[config.mk]
export PLATFORM = sky130hd
export DESIGN_NAME = module_ascii_frame_tx
export DESIGN_NICKNAME = d
export VERILOG_FILES = /design/src/rtl/module_ascii_frame_tx.sv
export SDC_FILE = /design/constraint.sdc
export NUM_CORES = 1
export LEC_CHECK = 0
export CORE_MARGIN = 2
export CORE_UTILIZATION = 40
export CTS_BUF_LIST = sky130_fd_sc_hd__clkbuf_8
export DETAILED_ROUTE_END_ITERATION = 8
export PLACE_DENSITY_LB_ADDON = 0.25
export SYNTH_ARGS = -nofsm -noshare
export SYNTH_HDL_FRONTEND = slang
export SYNTH_SLANG_ARGS = --single-unit
[constraint.sdc]
create_clock -name clk -period 3.4 [get_ports clk]
set_input_delay 0.68 -clock clk [delete_from_list [all_inputs] [get_ports clk]]
set_output_delay 0.68 -clock clk [all_outputs]
set_load 0.02 [all_outputs]
[src/rtl/module_ascii_frame_tx.sv]
// ---------------------------------------------------------------------------
// module_ascii_frame_tx
// Streams a captured three-digit ASCII number (hundreds, tens, units), with
// an optional CR LF trailer, one byte at a time into a UART transmitter over
// a valid/ready byte interface. The digits are snapshotted on a frame request.
// Non-decimal codes are replaced by '?', and leading zeros can be blanked.
//
// Parameters:
//   SEND_CRLF    1: append 0x0D 0x0A (5-byte frame), 0: 3-byte frame
//   BLANK_ZEROS  1: leading '0' characters are sent as space (0x20)
// Ports:
//   clk             system clock, rising edge
//   rst_n           asynchronous active-low reset
//   start           frame request pulse, honoured only while idle
//   ascii_centenas  hundreds character
//   ascii_decenas   tens character
//   ascii_unidades  units character
//   tx_data         byte presented to the UART transmitter
//   tx_valid        tx_data holds a valid byte
//   tx_ready        transmitter accepts the byte this cycle
//   busy            frame in progress
//   done            one-cycle pulse after the last byte is accepted
// ---------------------------------------------------------------------------
module module_ascii_frame_tx #(
    parameter int unsigned SEND_CRLF   = 1,
    parameter int unsigned BLANK_ZEROS = 0
) (
    input  logic       clk,
    input  logic       rst_n,
    input  logic       start,
    input  logic [7:0] ascii_centenas,
    input  logic [7:0] ascii_decenas,
    input  logic [7:0] ascii_unidades,
    output logic [7:0] tx_data,
    output logic       tx_valid,
    input  logic       tx_ready,
    output logic       busy,
    output logic       done
);

    localparam int unsigned BYTE_W = 8;
    localparam int unsigned IDX_W  = 3;

    localparam logic [0:0] ST_IDLE = 1'b0;
    localparam logic [0:0] ST_SEND = 1'b1;

    localparam logic [IDX_W-1:0] LAST_IDX = (SEND_CRLF != 0) ? IDX_W'(4) : IDX_W'(2);

    localparam logic [BYTE_W-1:0] CH_ZERO  = 8'h30;
    localparam logic [BYTE_W-1:0] CH_NINE  = 8'h39;
    localparam logic [BYTE_W-1:0] CH_QUERY = 8'h3F;
    localparam logic [BYTE_W-1:0] CH_SPACE = 8'h20;
    localparam logic [BYTE_W-1:0] CH_CR    = 8'h0D;
    localparam logic [BYTE_W-1:0] CH_LF    = 8'h0A;

    // Anything that is not a decimal digit is reported as '?'.
    function automatic logic [BYTE_W-1:0] sanitize(input logic [BYTE_W-1:0] ch);
        return ((ch >= CH_ZERO) && (ch <= CH_NINE)) ? ch : CH_QUERY;
    endfunction

    // Byte at a given frame position.
    function automatic logic [BYTE_W-1:0] frame_byte(
        input logic [IDX_W-1:0]  idx,
        input logic [BYTE_W-1:0] hun,
        input logic [BYTE_W-1:0] ten,
        input logic [BYTE_W-1:0] uni
    );
        logic [BYTE_W-1:0] b;
        case (idx)
            IDX_W'(0): b = hun;
            IDX_W'(1): b = ten;
            IDX_W'(2): b = uni;
            IDX_W'(3): b = CH_CR;
            IDX_W'(4): b = CH_LF;
            default:   b = '0;
        endcase
        return b;
    endfunction

    logic [0:0]        r_state;
    logic [IDX_W-1:0]  r_idx;
    logic [BYTE_W-1:0] r_snap_h;
    logic [BYTE_W-1:0] r_snap_t;
    logic [BYTE_W-1:0] r_snap_u;
    logic [BYTE_W-1:0] r_tx_data;
    logic              r_tx_valid;
    logic              r_busy;
    logic              r_done;

    logic [0:0]        w_state_nxt;
    logic [IDX_W-1:0]  w_idx_nxt;
    logic [IDX_W-1:0]  w_idx_inc;
    logic [BYTE_W-1:0] w_snap_h_nxt;
    logic [BYTE_W-1:0] w_snap_t_nxt;
    logic [BYTE_W-1:0] w_snap_u_nxt;
    logic [BYTE_W-1:0] w_tx_data_nxt;
    logic              w_tx_valid_nxt;
    logic              w_busy_nxt;
    logic              w_done_nxt;

    logic [BYTE_W-1:0] w_san_h;
    logic [BYTE_W-1:0] w_san_t;
    logic [BYTE_W-1:0] w_san_u;
    logic [BYTE_W-1:0] w_cap_h;
    logic [BYTE_W-1:0] w_cap_t;
    logic              w_xfer;

    // Capture path: sanitise, then blank leading zeros. A '?' in the hundreds
    // position is not '0', so it naturally stops blanking of the tens digit.
    always_comb begin
        w_san_h = sanitize(ascii_centenas);
        w_san_t = sanitize(ascii_decenas);
        w_san_u = sanitize(ascii_unidades);
        w_cap_h = w_san_h;
        w_cap_t = w_san_t;
        if (BLANK_ZEROS != 0) begin
            if (w_san_h == CH_ZERO) begin
                w_cap_h = CH_SPACE;
                if (w_san_t == CH_ZERO) begin
                    w_cap_t = CH_SPACE;
                end
            end
        end
    end

    assign w_xfer    = r_tx_valid & tx_ready;
    assign w_idx_inc = r_idx + IDX_W'(1);

    // Next-state and next-output logic.
    always_comb begin
        w_state_nxt    = r_state;
        w_idx_nxt      = r_idx;
        w_snap_h_nxt   = r_snap_h;
        w_snap_t_nxt   = r_snap_t;
        w_snap_u_nxt   = r_snap_u;
        w_tx_data_nxt  = r_tx_data;
        w_tx_valid_nxt = r_tx_valid;
        w_busy_nxt     = r_busy;
        w_done_nxt     = 1'b0;

        case (r_state)
            ST_IDLE: begin
                if (start) begin
                    w_snap_h_nxt   = w_cap_h;
                    w_snap_t_nxt   = w_cap_t;
                    w_snap_u_nxt   = w_san_u;
                    w_idx_nxt      = '0;
                    w_state_nxt    = ST_SEND;
                    w_tx_valid_nxt = 1'b1;
                    w_busy_nxt     = 1'b1;
                    w_tx_data_nxt  = w_cap_h;
                end
            end
            ST_SEND: begin
                if (w_xfer) begin
                    if (r_idx == LAST_IDX) begin
                        w_state_nxt    = ST_IDLE;
                        w_idx_nxt      = '0;
                        w_tx_valid_nxt = 1'b0;
                        w_busy_nxt     = 1'b0;
                        w_done_nxt     = 1'b1;
                    end else begin
                        w_idx_nxt     = w_idx_inc;
                        w_tx_data_nxt = frame_byte(w_idx_inc, r_snap_h, r_snap_t, r_snap_u);
                    end
                end
            end
            default: begin
                w_state_nxt    = ST_IDLE;
                w_tx_valid_nxt = 1'b0;
                w_busy_nxt     = 1'b0;
            end
        endcase
    end

    // State and output registers.
    always_ff @(posedge clk or negedge rst_n) begin
        if (!rst_n) begin
            r_state    <= ST_IDLE;
            r_idx      <= '0;
            r_snap_h   <= '0;
            r_snap_t   <= '0;
            r_snap_u   <= '0;
            r_tx_data  <= '0;
            r_tx_valid <= 1'b0;
            r_busy     <= 1'b0;
            r_done     <= 1'b0;
        end else begin
            r_state    <= w_state_nxt;
            r_idx      <= w_idx_nxt;
            r_snap_h   <= w_snap_h_nxt;
            r_snap_t   <= w_snap_t_nxt;
            r_snap_u   <= w_snap_u_nxt;
            r_tx_data  <= w_tx_data_nxt;
            r_tx_valid <= w_tx_valid_nxt;
            r_busy     <= w_busy_nxt;
            r_done     <= w_done_nxt;
        end
    end

    assign tx_data  = r_tx_data;
    assign tx_valid = r_tx_valid;
    assign busy     = r_busy;
    assign done     = r_done;

endmodule

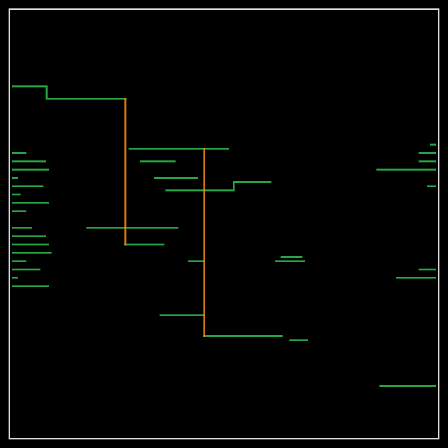
*Signal wires by layer, run 1*
Only two layers are drawn.
green -> met3  # wire length 216 um
orange -> met4  # wire length 54.4 um

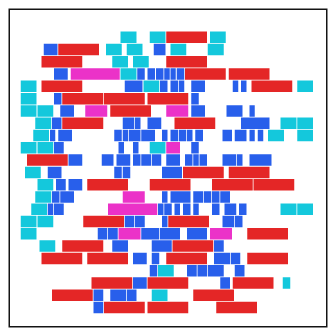
*Cells coloured by class, run 1*
cyan -> other buffers and delay cells  # cells 38
blue -> all other logic  # cells 111
red -> flip-flops  # cells 38
magenta -> clock drivers and dummy loads  # cells 8
post-route cell area: 0.00226 mm^2
FP Rows: 23

==> impl_metrics.tcl, run 1 <==
# place-and-route summary
set metrics [dict create \
    status "completed" \
    peakVddDrop_mv 0.374 \
    cts_tree "done" \
    yosysWarnings 0 \
    syn_area_per_cell_um2 11.0 \
    timing.rr.start "r_idx[0]$_DFFE_PN0P_" \
    portBuffers 38 \
    syn_inst 158 \
    ctsResizeCount 0 \
    warning_count 30 \
    grt_max_degree 39 \
    antenna_found_initial 0 \
    antennaDiodeCount 0 \
    ys_types 35 \
    final_nets 227 \
    synthTopCellsByArea "dfrtp_1 (55%), o22a_1 (5.0%), o21ai_0 (4.6%)" \
    maxSlewViolCount 0 \
    crit_required_ps 3580 \
    ys_seq_share_pct 54.7 \
    ctsHoldBuffers 0 \
    largest_area_cell "dfrtp_1" \
]
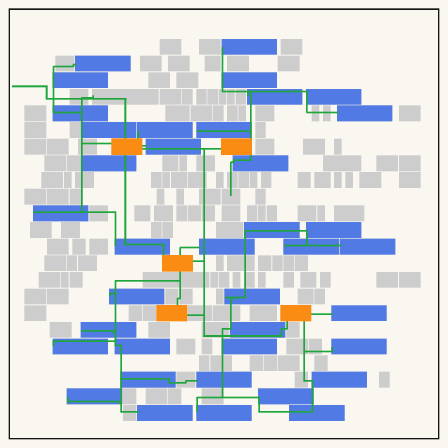
*Clock wires, drivers and flops, run 1*
green -> clock wires  # length 456 um
orange -> cells driving clock nets  # count 5
blue -> flip-flops  # count 38
routed clock nets = 6
Clock power frac: 23.7%
skew final: 8.66 ps
clk latency late pin: 290 ps
Clk. pwr: 458 uW

[run 1: synth_stat cells (all sizes together), types with 2 or more instances]
library cell,number
and2,7
a2bb2oi,2
a21oi,6
nor3,4
clkbuf,2
o31ai,2
buf,7
ha,5
o21ai,18
inv,3
nand4,2
nor2,11
o22a,10
a222oi,4
dfrtp,38
nand3,3
nand2,9
or2,2
a22oi,3
nand2b,11
[run 1: critical path, cell delays in order]
cell and delay (ps):
clkdlybuf4s50_1 500, and2b_1 450, nand4_1 180, nand2b_1 230, o22a_1 200
[run 1: cell type report]
cell class	count	area, um^2
fillers	363	1830
clock buffers	5	68.8
clock inverters	3	68.8
multi-input cells	108	721
flip-flops and latches	38	951
repair buffers	38	375
inverters	3	11.3
well taps	50	62.6
[run 1: power groups by stage]
stage / registers, mW / clock network [mW] / logic (mW)
after global placement: 0.724 / 0 / 0.738
final: 0.724 / 0.458 / 0.752
after floorplan: 0.747 / 0 / 0.492
after CTS: 0.726 / 0.467 / 0.756
after global routing: 0.748 / 0.484 / 0.844
after detailed placement: 0.734 / 0 / 0.755
[run 1: per-stage QoR]
step / hold slack [ps] / instance area (um^2) / utilization, % / cells
final: 468 / 2260 / 55.3 / 245
after global routing: 505 / 2260 / 55.3 / 245
after CTS: 479 / 2260 / 55.3 / 245
after detailed placement: 455 / 2120 / 51.9 / 237
after global placement: 451 / 2120 / 51.9 / 237
after floorplan: 384 / 1740 / - / 158
[run 1: flip-flops by register name (all words and copies together), names as in the netlist]
register / cells
busy: 1
done: 1
r_idx: 3
r_snap_h: 8
r_snap_t: 8
r_snap_u: 8
r_state: 1
tx_data: 8
[run 1: kinds of logic (layout without fill, tap and decap cells)]
kind of cell               after synthesis  count (layout)  share of synthesized area, %
and+or+nand+nor                         53              53                          17.5
AOI/OAI and AO/OA                       49              49                          19.9
DFF                                     38              38                          54.7
buffers and inverters                   12              49                          3.88
adders and majority gates                5               5                          3.60
xor gates and xnor gates                 1               1                         0.504
[run 1: layer usage]
metal	part of all wire [%]	wire length (um)
met1	41	1550
met5	0	0
met3	5.7	215
met4	1.4	54
met2	52	1960
[run 1: worst max path at each step]
stage                                   end  slack, ps  cells after the start
finish              r_snap_u[0]$_DFFE_PN0P_       1330                      5
floorplan            tx_data[0]$_DFFE_PN0P_       1730                      6
CTS                                    busy       1320                      1
global route         tx_data[0]$_DFFE_PN0P_       1120                      6
global placement    r_snap_u[1]$_DFFE_PN0P_       1110                      5
detailed placement  r_snap_u[0]$_DFFE_PN0P_       1040                      5
==> inputs of run 2 (changes only) <==
==> constraint.sdc (replaced) <==
create_clock -name clk -period 1.75 [get_ports clk]
set_input_delay 0.35 -clock clk [delete_from_list [all_inputs] [get_ports clk]]
set_output_delay 0.35 -clock clk [all_outputs]
set_load 0.02 [all_outputs]
==> run 2 against run 1 <==
- first-iteration DRC count increased by 78%
- routed wire length increased by 1.1%
- clock skew decreased by 5.4 ps
- cell count increased by 7.3%
- hold slack got worse by 370 ps
- die size unchanged
- total power increased by 110%
- via count increased by 5.4%
- final area increased by 7.4%
- largest cell class unchanged
- largest power group unchanged
==> impl_metrics.tcl, run 2 <==
# place-and-route summary
set metrics [dict create \
    status "completed" \
    yosysWarnings 0 \
    crit_arrival_ps 1860 \
    syn_inst 158 \
    worst-setup-path-type "flop to flop" \
    antenna_found_initial 0 \
    syn_area_per_cell_um2 11.0 \
    clk_latency_ps 290 \
    min_period_ps 1690 \
    final_nets 246 \
    skew_ps 3.22 \
    drc 0 \
    maxSlewViolCount 0 \
    reg2reg_depth 8 \
    crit_end "tx_data[2]$_DFFE_PN0P_" \
    ys_seq_share_pct 54.7 \
    yosysTopAreaCellShare_pct 54.7 \
    warning_count 31 \
    timing.rr.start "r_idx[0]$_DFFE_PN0P_" \
    cts_tree "done" \
    ctsHoldBuffers 0 \
    peakVddDrop_mv 0.572 \
    crit_required_ps 1920 \
    crit_path_start "r_idx[0]$_DFFE_PN0P_" \
    chipArea_mm2 0.00489 \
    final_cell_area_mm2 0.00242 \
    place_area_mm2 0.00225 \
    drtIter0Drc 121 \
    wl_um 3820 \
    grt_max_degree 39 \
    slew_headroom_pct 68.2 \
    clkPwrFrac_pct 18.8 \
    synthTopCellsByArea "dfrtp_1 (55%), o22a_1 (5.0%), o21ai_0 (4.6%)" \
    largest_area_cell "dfrtp_1" \
    setup_viol 0 \
    fillers 341 \
    overflow 0 \
    ys_types 35 \
    cap_violations 0 \
    timing.rr.end "tx_data[2]$_DFFE_PN0P_" \
    total_power_mw 3.97 \
    top_cell "dfrtp_1" \
    portBuffers 38 \
    rows 23 \
    power.density_mw_per_mm2 1640 \
    top_cells_by_count "dfrtp_1 (38), o21ai_0 (16), nor2_1 (11)" \
    syn2layout_area_growth_pct 39.4 \
    antennaDiodeCount 0 \
    final_antenna_net_count 0 \
    syn_nets 191 \
]
[run 2: worst min path at each step]
stage / endpoint / cells past startpoint / slack, ps
floorplan: busy$_DFFE_PN0P_ / 0 / 50
global placement: r_snap_h[5]$_DFFE_PN0P_ / 2 / 410
detailed placement: r_snap_t[5]$_DFFE_PN0P_ / 2 / 430
CTS: r_snap_t[5]$_DFFE_PN0P_ / 2 / 110
global route: r_idx[1]$_DFFE_PN0P_ / 2 / 140
finish: r_snap_h[5]$_DFFE_PN0P_ / 2 / 100
[run 2: metrics by stage]
| step | hold slack (ps) | instances | setup slack [ps] | utilization, % |
|---|---|---|---|---|
| 3_3_place_gp | 413 | 254 | 20.4 | 55.0 |
| 6_report | 100 | 263 | 63.8 | 59.3 |
| 5_1_grt | 143 | 263 | -31.7 | 59.3 |
| 3_5_place_dp | 425 | 254 | -42.8 | 55.0 |
| 2_1_floorplan | 54.4 | 158 | 78.0 | - |
| 4_1_cts | 114 | 261 | -4.93 | 57.8 |
[run 2: logic make-up (layout without fill, tap and decap cells)]
| logic type | Yosys count | after routing | share of synthesized area, % |
|---|---|---|---|
| flip-flops | 38 | 38 | 54.7 |
| AND/OR/NAND/NOR | 53 | 53 | 17.5 |
| adder cells (fa/ha/maj) | 5 | 5 | 3.60 |
| XOR/XNOR | 1 | 1 | 0.504 |
| AND-OR/OR-AND | 49 | 49 | 19.9 |
| buffers and inverters | 12 | 67 | 3.88 |
[run 2: worst max-delay path, cell delays in order (launching register included)]
cell and delay (ps):
dfrtp_2 440, inv_1 90, ha_1 240, buf_6 170, nand2_2 80, a41o_1 240, buf_4 160, nor2_1 90
a21oi_1 50
[run 2: power groups by stage]
stage	Sequential (mW)	Combinational, mW	Clock (mW)
2_1_floorplan	1.45	0.955	0
3_3_place_gp	1.39	1.63	0
3_5_place_dp	1.41	1.67	0
4_1_cts	1.39	1.67	0.760
5_1_grt	1.43	1.99	0.800
6_report	1.39	1.83	0.747
[run 2: area by class of cell]
cell class              count  area (um^2)  area share, %
clock buffers               6         82.6           3.41
inverters                   3         11.3          0.464
repair buffers             57          527           21.7
flip-flops and latches     38          952           39.3
well taps                  50         62.6           2.58
multi-input cells         108          759           31.3
clock inverters             1         30.0           1.24
[run 2: routing by layer]
metal | routed length (um) | vias up | track usage [%] | part of all wire [%]
li1 | - | 682 | - | -
met5 | 0 | - | 0 | 0
met3 | 215 | 8 | 5.48 | 5.6
met4 | 50 | 0 | 5.34 | 1.3
met2 | 1830 | 47 | 26.0 | 48
met1 | 1730 | 685 | 20.9 | 45
[run 2: what timing repair did]
action	CTS	global route
setup endpoints to repair	4	9
pin swaps	0	2
gates resized	0	12
buffers inserted	0	2
gates cloned	0	0
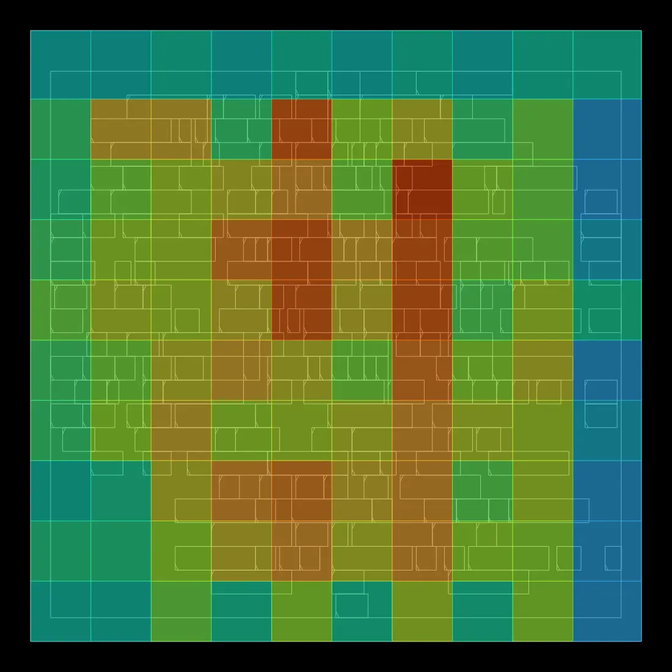
*Congestion heat map, run 2*
met2 Use GR: 26.0%
GRT Max-Usage Layer: met2

Power is estimated from default activity; no workload was simulated.
